File: src/rtl/mips32_ctrl_pkg.sv
// Shared encodings for the Mips32 multi-cycle control unit.
// Optional feature macro: MIPS32_CTRL_JAL_EN (jal decodes to its own state).
package mips32_ctrl_pkg;

    localparam logic [3:0] S_RST_WAIT  = 4'd0;
    localparam logic [3:0] S_FETCH     = 4'd1;
    localparam logic [3:0] S_DECODE    = 4'd2;
    localparam logic [3:0] S_MEM_ADDR  = 4'd3;
    localparam logic [3:0] S_MEM_READ  = 4'd4;
    localparam logic [3:0] S_MEM_WB    = 4'd5;
    localparam logic [3:0] S_MEM_WRITE = 4'd6;
    localparam logic [3:0] S_R_EXEC    = 4'd7;
    localparam logic [3:0] S_R_WB      = 4'd8;
    localparam logic [3:0] S_BRANCH    = 4'd9;
    localparam logic [3:0] S_JUMP      = 4'd10;
    localparam logic [3:0] S_I_EXEC    = 4'd11;
    localparam logic [3:0] S_I_WB      = 4'd12;
    localparam logic [3:0] S_JAL       = 4'd13;
    localparam logic [3:0] S_ILLEGAL   = 4'd14;

    localparam logic [5:0] OP_RTYPE = 6'b000000;
    localparam logic [5:0] OP_J     = 6'b000010;
    localparam logic [5:0] OP_JAL   = 6'b000011;
    localparam logic [5:0] OP_BEQ   = 6'b000100;
    localparam logic [5:0] OP_BNE   = 6'b000101;
    localparam logic [5:0] OP_ADDI  = 6'b001000;
    localparam logic [5:0] OP_SLTI  = 6'b001010;
    localparam logic [5:0] OP_ANDI  = 6'b001100;
    localparam logic [5:0] OP_ORI   = 6'b001101;
    localparam logic [5:0] OP_LW    = 6'b100011;
    localparam logic [5:0] OP_SW    = 6'b101011;

    localparam logic [2:0] ALU_ADD   = 3'b000;
    localparam logic [2:0] ALU_SUB   = 3'b001;
    localparam logic [2:0] ALU_FUNCT = 3'b010;
    localparam logic [2:0] ALU_AND   = 3'b011;
    localparam logic [2:0] ALU_OR    = 3'b100;
    localparam logic [2:0] ALU_SLT   = 3'b101;

    localparam logic [1:0] SRCB_BREG   = 2'b00;
    localparam logic [1:0] SRCB_FOUR   = 2'b01;
    localparam logic [1:0] SRCB_IMM    = 2'b10;
    localparam logic [1:0] SRCB_IMMSH2 = 2'b11;

    localparam logic [1:0] WB_ALUOUT = 2'b00;
    localparam logic [1:0] WB_MDR    = 2'b01;
    localparam logic [1:0] WB_PC     = 2'b10;

    localparam logic [1:0] DST_RT = 2'b00;
    localparam logic [1:0] DST_RD = 2'b01;
    localparam logic [1:0] DST_RA = 2'b10;

    localparam logic [1:0] PCSRC_ALU    = 2'b00;
    localparam logic [1:0] PCSRC_ALUOUT = 2'b01;
    localparam logic [1:0] PCSRC_JUMP   = 2'b10;

    typedef struct packed {
        logic       pc_write;
        logic       pc_write_cond;
        logic       branch_ne;
        logic       i_or_d;
        logic       mem_read;
        logic       mem_write;
        logic       ir_write;
        logic [1:0] mem_to_reg;
        logic [1:0] reg_dst;
        logic       reg_write;
        logic       alu_src_a;
        logic [1:0] alu_src_b;
        logic [2:0] alu_op;
        logic [1:0] pc_src;
        logic       illegal;
        logic       instr_retired;
    } ctrl_word_t;

    // State entered from DECODE for a given opcode.
    function automatic logic [3:0] decode_dispatch(input logic [5:0] opc);
        logic [3:0] nxt;
        case (opc)
            OP_LW, OP_SW:                     nxt = S_MEM_ADDR;
            OP_RTYPE:                         nxt = S_R_EXEC;
            OP_BEQ, OP_BNE:                   nxt = S_BRANCH;
            OP_J:                             nxt = S_JUMP;
            OP_ADDI, OP_ANDI, OP_ORI, OP_SLTI: nxt = S_I_EXEC;
`ifdef MIPS32_CTRL_JAL_EN
            OP_JAL:                           nxt = S_JAL;
`endif
            default:                          nxt = S_ILLEGAL;
        endcase
        return nxt;
    endfunction

endpackage

File: src/rtl/mips32_ctrl_outdec.sv
// Combinational state+opcode -> control-word decoder for the multi-cycle FSM.
// Optional feature macro: MIPS32_CTRL_JAL_EN (drives the JAL state's controls).
module mips32_ctrl_outdec
    import mips32_ctrl_pkg::*;
#(
    parameter int OPC_W = 6,
    parameter int ST_W  = 4
) (
    input  logic [ST_W-1:0]  state_i,
    input  logic [OPC_W-1:0] opcode_i,
    input  logic             mem_ready_i,
    output ctrl_word_t       ctrl_o
);

    always_comb begin
        ctrl_o = '0;
        case (state_i)
            S_FETCH: begin
                ctrl_o.mem_read  = 1'b1;
                ctrl_o.alu_src_b = SRCB_FOUR;
                ctrl_o.alu_op    = ALU_ADD;
                ctrl_o.pc_src    = PCSRC_ALU;
                ctrl_o.pc_write  = mem_ready_i;
                ctrl_o.ir_write  = mem_ready_i;
            end
            S_DECODE: begin
                ctrl_o.alu_src_b = SRCB_IMMSH2;
                ctrl_o.alu_op    = ALU_ADD;
            end
            S_MEM_ADDR: begin
                ctrl_o.alu_src_a = 1'b1;
                ctrl_o.alu_src_b = SRCB_IMM;
                ctrl_o.alu_op    = ALU_ADD;
            end
            S_MEM_READ: begin
                ctrl_o.mem_read = 1'b1;
                ctrl_o.i_or_d   = 1'b1;
            end
            S_MEM_WB: begin
                ctrl_o.reg_write     = 1'b1;
                ctrl_o.mem_to_reg    = WB_MDR;
                ctrl_o.reg_dst       = DST_RT;
                ctrl_o.instr_retired = 1'b1;
            end
            S_MEM_WRITE: begin
                ctrl_o.mem_write     = 1'b1;
                ctrl_o.i_or_d        = 1'b1;
                ctrl_o.instr_retired = mem_ready_i;
            end
            S_R_EXEC: begin
                ctrl_o.alu_src_a = 1'b1;
                ctrl_o.alu_src_b = SRCB_BREG;
                ctrl_o.alu_op    = ALU_FUNCT;
            end
            S_R_WB: begin
                ctrl_o.reg_write     = 1'b1;
                ctrl_o.reg_dst       = DST_RD;
                ctrl_o.mem_to_reg    = WB_ALUOUT;
                ctrl_o.instr_retired = 1'b1;
            end
            S_BRANCH: begin
                ctrl_o.alu_src_a     = 1'b1;
                ctrl_o.alu_src_b     = SRCB_BREG;
                ctrl_o.alu_op        = ALU_SUB;
                ctrl_o.pc_write_cond = 1'b1;
                ctrl_o.pc_src        = PCSRC_ALUOUT;
                ctrl_o.branch_ne     = (opcode_i == OP_BNE);
                ctrl_o.instr_retired = 1'b1;
            end
            S_JUMP: begin
                ctrl_o.pc_write      = 1'b1;
                ctrl_o.pc_src        = PCSRC_JUMP;
                ctrl_o.instr_retired = 1'b1;
            end
            S_I_EXEC: begin
                ctrl_o.alu_src_a = 1'b1;
                ctrl_o.alu_src_b = SRCB_IMM;
                case (opcode_i)
                    OP_ANDI: ctrl_o.alu_op = ALU_AND;
                    OP_ORI:  ctrl_o.alu_op = ALU_OR;
                    OP_SLTI: ctrl_o.alu_op = ALU_SLT;
                    default: ctrl_o.alu_op = ALU_ADD;
                endcase
            end
            S_I_WB: begin
                ctrl_o.reg_write     = 1'b1;
                ctrl_o.reg_dst       = DST_RT;
                ctrl_o.mem_to_reg    = WB_ALUOUT;
                ctrl_o.instr_retired = 1'b1;
            end
`ifdef MIPS32_CTRL_JAL_EN
            // PC already holds PC+4 from FETCH, so it is the link value.
            S_JAL: begin
                ctrl_o.pc_write      = 1'b1;
                ctrl_o.pc_src        = PCSRC_JUMP;
                ctrl_o.reg_write     = 1'b1;
                ctrl_o.reg_dst       = DST_RA;
                ctrl_o.mem_to_reg    = WB_PC;
                ctrl_o.instr_retired = 1'b1;
            end
`endif
            S_ILLEGAL: begin
                ctrl_o.illegal = 1'b1;
            end
            default: ctrl_o = '0;
        endcase
    end

endmodule

File: src/rtl/mips32_multicycle_ctrl.sv
// Multi-cycle Mips32 main control FSM: state register and next-state logic.
// Optional feature macro: MIPS32_CTRL_JAL_EN (adds the jal instruction).
module mips32_multicycle_ctrl
    import mips32_ctrl_pkg::*;
#(
    parameter int OPC_W = 6,
    parameter int ST_W  = 4
) (
    input  logic             clk,
    input  logic             rst_n,
    input  logic [OPC_W-1:0] opcode,
    input  logic             zero,
    input  logic             mem_ready,
    output logic             pc_write,
    output logic             pc_write_cond,
    output logic             branch_ne,
    output logic             i_or_d,
    output logic             mem_read,
    output logic             mem_write,
    output logic             ir_write,
    output logic [1:0]       mem_to_reg,
    output logic [1:0]       reg_dst,
    output logic             reg_write,
    output logic             alu_src_a,
    output logic [1:0]       alu_src_b,
    output logic [2:0]       alu_op,
    output logic [1:0]       pc_src,
    output logic [ST_W-1:0]  state_o,
    output logic             illegal,
    output logic             instr_retired
);

    logic [ST_W-1:0] state_q, state_d;
    ctrl_word_t      ctrl;
    logic            unused_zero;

    // Branch resolution happens in the datapath via pc_write_cond/branch_ne.
    assign unused_zero = zero;

    always_ff @(posedge clk or negedge rst_n) begin
        if (!rst_n) begin
            state_q <= S_RST_WAIT;
        end else begin
            state_q <= state_d;
        end
    end

    always_comb begin
        state_d = state_q;
        case (state_q)
            S_RST_WAIT:  state_d = S_FETCH;
            S_FETCH:     state_d = mem_ready ? S_DECODE : S_FETCH;
            S_DECODE:    state_d = decode_dispatch(opcode);
            S_MEM_ADDR:  state_d = (opcode == OP_SW) ? S_MEM_WRITE : S_MEM_READ;
            S_MEM_READ:  state_d = mem_ready ? S_MEM_WB : S_MEM_READ;
            S_MEM_WB:    state_d = S_FETCH;
            S_MEM_WRITE: state_d = mem_ready ? S_FETCH : S_MEM_WRITE;
            S_R_EXEC:    state_d = S_R_WB;
            S_R_WB:      state_d = S_FETCH;
            S_BRANCH:    state_d = S_FETCH;
            S_JUMP:      state_d = S_FETCH;
            S_I_EXEC:    state_d = S_I_WB;
            S_I_WB:      state_d = S_FETCH;
`ifdef MIPS32_CTRL_JAL_EN
            S_JAL:       state_d = S_FETCH;
`endif
            S_ILLEGAL:   state_d = S_ILLEGAL;
            default:     state_d = S_ILLEGAL;
        endcase
    end

    mips32_ctrl_outdec #(
        .OPC_W (OPC_W),
        .ST_W  (ST_W)
    ) u_outdec (
        .state_i     (state_q),
        .opcode_i    (opcode),
        .mem_ready_i (mem_ready),
        .ctrl_o      (ctrl)
    );

    assign pc_write      = ctrl.pc_write;
    assign pc_write_cond = ctrl.pc_write_cond;
    assign branch_ne     = ctrl.branch_ne;
    assign i_or_d        = ctrl.i_or_d;
    assign mem_read      = ctrl.mem_read;
    assign mem_write     = ctrl.mem_write;
    assign ir_write      = ctrl.ir_write;
    assign mem_to_reg    = ctrl.mem_to_reg;
    assign reg_dst       = ctrl.reg_dst;
    assign reg_write     = ctrl.reg_write;
    assign alu_src_a     = ctrl.alu_src_a;
    assign alu_src_b     = ctrl.alu_src_b;
    assign alu_op        = ctrl.alu_op;
    assign pc_src        = ctrl.pc_src;
    assign illegal       = ctrl.illegal;
    assign instr_retired = ctrl.instr_retired;
    assign state_o       = state_q;

endmodule

File: config.mk
export PLATFORM = sky130hd
export DESIGN_NAME = mips32_multicycle_ctrl
export DESIGN_NICKNAME = d
export VERILOG_FILES = /design/src/rtl/mips32_ctrl_pkg.sv /design/src/rtl/mips32_ctrl_outdec.sv /design/src/rtl/mips32_multicycle_ctrl.sv
export SDC_FILE = /design/constraint.sdc
export NUM_CORES = 1
export LEC_CHECK = 0
export ABC_AREA = 1
export CELL_PAD_IN_SITES_DETAIL_PLACEMENT = 2
export CELL_PAD_IN_SITES_GLOBAL_PLACEMENT = 2
export CORE_ASPECT_RATIO = 1.75
export CORE_MARGIN = 3
export CORE_UTILIZATION = 16
export DETAILED_ROUTE_END_ITERATION = 16
export PLACE_DENSITY_LB_ADDON = 0.05
export SYNTH_ARGS = -nofsm -noshare
export SYNTH_HDL_FRONTEND = slang
export SYNTH_SLANG_ARGS = --single-unit
File: constraint.sdc
create_clock -name clk -period 1.6 [get_ports clk]
set_clock_uncertainty 0.05 [all_clocks]
set_input_delay 0.16 -clock clk [delete_from_list [all_inputs] [get_ports clk]]
set_output_delay 0.16 -clock clk [all_outputs]
set_load 0.02 [all_outputs]
Figure 1. Congestion heat map (run 1).
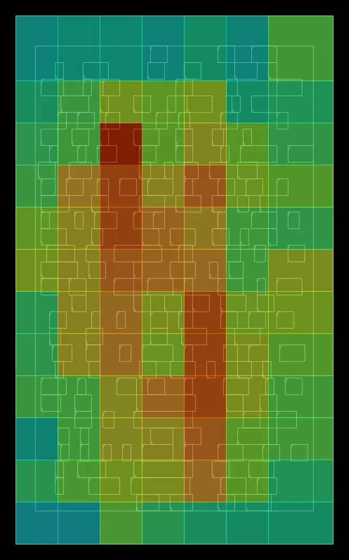
global routing usage on met1: 0.139
global routing met3 resource utilization: 0.0138
post-DR wirelength/cell: 16.4 um
gr usage total: 0.165
Final Core Density: 0.434

Figure 2. A small window of the routed layout (run 1).
Window x 11 to 41, y 46 to 76 um. Cells in grey, sequential cells in the stronger grey; small squares are vias.
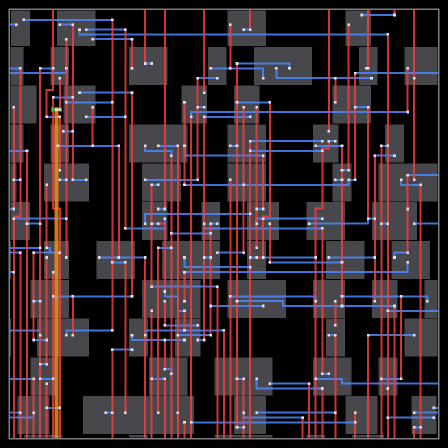
[M4] orange
[M3] green
[M1] blue
[M2] red
most frequent: buf_4 (14), nor2_4 (5), o21ai_1 (5)
cells with their middle in the window: 56
sequential cells in the window: 0

Figure 3. Gate-type map (run 1).
Scale: 8 px per um.
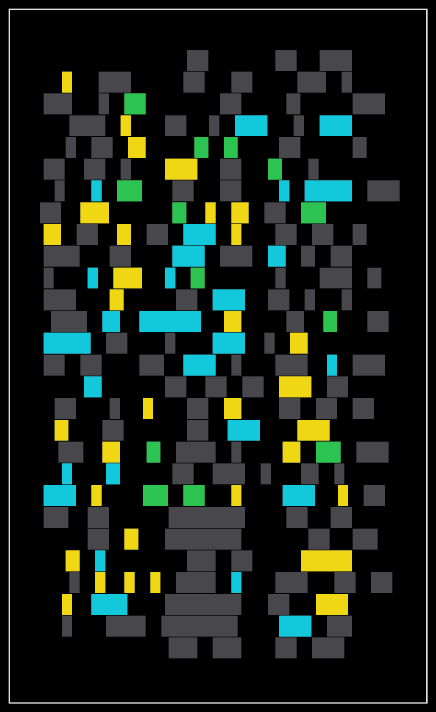
[aoi and oai cells] green | cells: 13
[nand cells] yellow | cells: 32
[nor cells] cyan | cells: 27

==> CHANGELOG.md, run 1 <==
## Implementation

* FF+latch area at 105 sq um
* Number of CTS-inserted buffers at 3
* Chip Height at 86.5 um
* Post-Syn Area per Cell at 5.81 sq um
* Result of the run: finished with violations
* Chip area from the yosys synthesis statistics at 593 sq um
* Combinational logic power at 0.123 mW
* Switching power summed over all nets at 0.119 mW
* Hold-fix buffer count after cts at 0
* FF-to-FF setup slack at -0.01 ns
* # setup viols final at 6
* Cell type with the largest total area after synthesis: sky130_fd_sc_hd__dfrtp_1
* Filler Cell Count at 424
* Cell count after synthesis at 102
* Endpoint kind of the worst setup timing path: output pin
* Count of non-filler cells in the finished layout at 228
* Main flop type after synthesis: sky130_fd_sc_hd__dfrtp_1
* Start of the worst register-to-register path: state_o[1]
* Top sig layer: met4
* Total Power at 0.438 mW
* Detailed route wirelength on metal3 at 104 um
* Clock distribution area overhead in the final layout at 0.0275
* Levels on crit path at 8
* Antenna Nets Post-Route at 0
* Layer with the highest usage after global routing: met2
* Final-layout clock buffer total at 3
* Amount of wire on met2 after detailed routing at 2500 um
* Violations in the final reports: setup timing
* N_diodes at 0
* Share of layout cells above drive strength 1 at 0.667
* Placeable Area at 3470 sq um
* Initial detailed-routing violation count at 4
* Post-Synth Simple-Gate Area at 0.508
* IR drop worst, VDD at 0.349 mV
* Placed insts at 216
* Smallest setup slack after layout at -0.0318 ns
* Critical path origin: state_o[2]
* Logic share of the area at 0.364
* Clock Sinks at 4
* First-pass GRT wire length at 5440 um
* Startpoint types: register
* Overall chip area at 4500 sq um
* Classification of the worst setup path: reg -> out
* Combined area of all synthesized cells at 593 sq um
* FFs w/ async S/R, synth at 1.00
* Depth of the CTS H-tree at 1
* Clock power frac at 0.478
* Detailed-route DRC error count at 0
* Clock Latency Late Sink at 0.22 ns
* Most area-hungry cell class in the final design: buffers
* Number of primary I/O pins at 36
* Arrival time worst endpoint at 1.42 ns
* Hold Slack at 0.0929 ns
* Number of maximum-capacitance constraint violations at 0
* Tool warnings at 30
* Layout non-clock buf frac at 0.445
* Summed negative setup slack over all endpoints at -0.0876 ns
* Via count normalized by instance count at 4.33
* Post-Synth AOI/OAI Area at 0.146
* Most frequent logic cell in the layout: sky130_fd_sc_hd__buf_4
* Number of search-and-repair iterations in the first detailed-routing pass at 3
* Total leakage power at 0.749 nW
* Synth top cells by count: 17 x sky130_fd_sc_hd__nand2_1, 13 x sky130_fd_sc_hd__inv_1, 11 x sky130_fd_sc_hd__nor2_1
* Via count of the first global-routing pass at 1121
* Delay contributed by the slowest stage of the critical path at 0.44 ns
* Mux cell area share after synthesis at 0
* Area taken by multi-input logic gates at 548 sq um
* Count of standard-cell rows at 28
* Type of the most critical hold path: in -> async
* Final-report max-slew violation count at 0
* Invs w/o clock at 21
* Cell breakdown of the critical path: inv_2 > buf_6 > nor2_4 > nand2_4 > nand2_4 > nor3_4 > o21ai_2 > buf_6
* Fraction of standard cell area that is sequential at 0.0699
* Clock slew at reported path FFs at 0.03 ns
* Distinct cells, synth at 22
* Top-count cell post-synth: sky130_fd_sc_hd__nand2_1
* Fmax at 0.613 GHz
* Critical-path maximum fanout at 4
* Share of the yosys chip area belonging to registers at 0.169
* Most common logic cells in the final layout: 50 x sky130_fd_sc_hd__buf_4, 13 x sky130_fd_sc_hd__buf_6, 12 x sky130_fd_sc_hd__nand2_1
* Initial Utilization at 0.171
==> run 2, diff against run 1 <==
- CTS_CLUSTER_SIZE: unset -> 25
==> run 2 against run 1 <==
The flow still finishes with violations (setup timing). Non-clock buffer count stayed put. Flip-flop count stayed put. Hold slack stayed put. Via count stayed put. Clock power hardly changed. Critical path depth stayed put. Sequential power hardly changed. Register-to-register slack hardly changed. Cell count stayed put. Synthesized cell count stayed put. Area after synthesis stayed put. Critical path type unchanged.
==> CHANGELOG.md, run 2 <==
## Implementation

* Post-DR wirelength/cell at 16.4 um (unchanged)
* Most area-hungry cell class in the final design: buffers
* Adders+Majority by Area at 0
* Cell breakdown of the critical path: inv_2 > buf_6 > nor2_4 > nand2_4 > nand2_4 > nor3_4 > o21ai_2 > buf_6
* Synth top cells by count: 17 x sky130_fd_sc_hd__nand2_1, 13 x sky130_fd_sc_hd__inv_1, 11 x sky130_fd_sc_hd__nor2_1
* Clock Sinks at 4 (unchanged)
* Chip Height at 86.5 um (unchanged)
* Clock distribution area overhead in the final layout at 0.0275 (unchanged)
* Switching power summed over all nets at 0.119 mW (unchanged)
* Area taken by multi-input logic gates at 548 sq um (unchanged)
* Portion of synthesized cell area occupied by the leading cell type at 0.169
* Mux cell area share after synthesis at 0 (unchanged)
* Final-report max-slew violation count at 0 (unchanged)
* Hold-fix buffer count after cts at 0 (unchanged)
* Arrival time worst endpoint at 1.42 ns (about the same)
* Initial Utilization at 0.171 (unchanged)
* Count of non-filler cells in the finished layout at 228 (unchanged)
* Filler Cell Count at 424 (unchanged)
* Layout non-clock buf frac at 0.445 (unchanged)
* Levels on crit path at 8 (unchanged)
* Final-layout clock buffer total at 3 (unchanged)
* Post-Syn Area per Cell at 5.81 sq um (unchanged)
* Buffer depth of the longest clock path at 2
* Result of the run: finished with violations
* Smallest setup slack after layout at -0.0318 ns (unchanged)
* Distinct cells, synth at 22 (unchanged)
* Summed negative setup slack over all endpoints at -0.0876 ns (unchanged)
* Flops & latches, synth at 4
* Fmax at 0.613 GHz (unchanged)
* Number of maximum-capacitance constraint violations at 0 (unchanged)
* Logic share of the area at 0.364 (unchanged)
* N_diodes at 0 (unchanged)
* Overall chip area at 4500 sq um (unchanged)
* Final Core Density at 0.434 (unchanged)
* Via count normalized by instance count at 4.33 (unchanged)
* Top sig layer: met4
* Global routing usage on met1 at 0.139 (unchanged)
* Placed insts at 216 (unchanged)
* Number of primary I/O pins at 36 (unchanged)
* Main flop type after synthesis: sky130_fd_sc_hd__dfrtp_1
* Post-Synth Simple-Gate Area at 0.508 (unchanged)
* Pwr top: clock
* FFs w/ async S/R, synth at 1.00 (unchanged)
* Cell count after synthesis at 102 (unchanged)
* Placeable Area at 3470 sq um (unchanged)
* First-pass GRT wire length at 5440 um (unchanged)
* Depth of the CTS H-tree at 1 (unchanged)
* Fraction of standard cell area that is sequential at 0.0699 (unchanged)
* Number of multi-input combinational cells in the layout at 75
* Endpoint kind of the worst setup timing path: output pin
* Port buffer count at 32
* Clock slew at reported path FFs at 0.03 ns (about the same)
* Total leakage power at 0.749 nW (unchanged)
* Share of the yosys chip area belonging to registers at 0.169 (unchanged)
* Invs w/o clock at 21 (unchanged)
* Delay contributed by the slowest stage of the critical path at 0.44 ns (about the same)
* Chip area from the yosys synthesis statistics at 593 sq um (unchanged)
* Critical path origin: state_o[2]
* Number of search-and-repair iterations in the first detailed-routing pass at 3 (unchanged)
* Hold Slack at 0.0929 ns (unchanged)
* Min Tclk post-route at 1.63 ns
* Most common logic cells in the final layout: 50 x sky130_fd_sc_hd__buf_4, 13 x sky130_fd_sc_hd__buf_6, 12 x sky130_fd_sc_hd__nand2_1
* Total Power at 0.438 mW (unchanged)
* FF+latch area at 105 sq um (unchanged)
* Type of the most critical hold path: in -> async
* Layer with the highest usage after global routing: met2
* Top-count cell post-synth: sky130_fd_sc_hd__nand2_1
* Post-Synth AOI/OAI Area at 0.146 (unchanged)
* Violations in the final reports: setup timing
* Startpoint types: register
* Via count of the first global-routing pass at 1121 (unchanged)
* Start of the worst register-to-register path: state_o[1]
* Detailed route wirelength on metal3 at 104 um (unchanged)
* Clock power frac at 0.478 (about the same)
* Critical-path maximum fanout at 4 (unchanged)
* Amount of wire on met2 after detailed routing at 2500 um (unchanged)
* Clock Latency Late Sink at 0.22 ns (about the same)
* Antenna Nets Post-Route at 0 (unchanged)
* Detailed-route DRC error count at 0 (unchanged)
* Global routing met3 resource utilization at 0.0138 (unchanged)
* Classification of the worst setup path: reg -> out
* Gr usage total at 0.165 (unchanged)
* Clk root buf: sky130_fd_sc_hd__clkbuf_8
* Share of layout cells above drive strength 1 at 0.667 (unchanged)
* Combinational logic power at 0.123 mW (about the same)
* Cell type with the largest total area after synthesis: sky130_fd_sc_hd__dfrtp_1
* Most frequent logic cell in the layout: sky130_fd_sc_hd__buf_4
* IR drop worst, VDD at 0.349 mV (unchanged)
* Initial detailed-routing violation count at 4 (unchanged)
* Final instance area at 1500 sq um
* Tool warnings at 30 (unchanged)
* Combined area of all synthesized cells at 593 sq um (unchanged)
* Number of CTS-inserted buffers at 3 (unchanged)
* Count of standard-cell rows at 28 (unchanged)
* # setup viols final at 6 (unchanged)
* FF-to-FF setup slack at -0.01 ns (about the same)
Figure 4. Gate-type map (run 2).
Scale: 8 px per um.
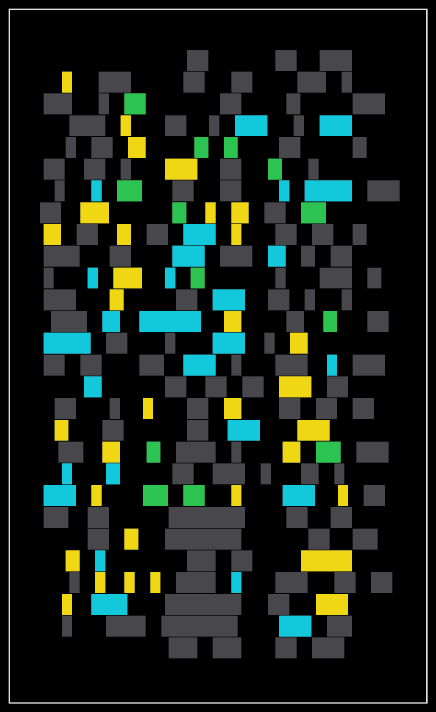
[aoi and oai cells] green | cells: 13
[nand cells] yellow | cells: 32
[nor cells] cyan | cells: 27

Figure 5. The metal 1 layer (run 2).
Scale: 6 px per um. Supply wires on this layer in grey.
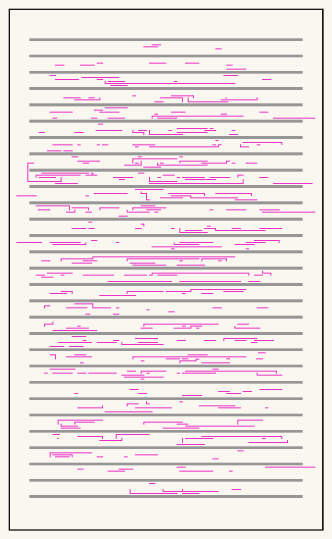
share of all routed wire: 29%
main direction: horizontal
longest straight run: 23.7 um
wire length on this layer: 1100 um
nets with wire on the layer: 164

No activity file was given, so power comes from the tool's default toggle rates.
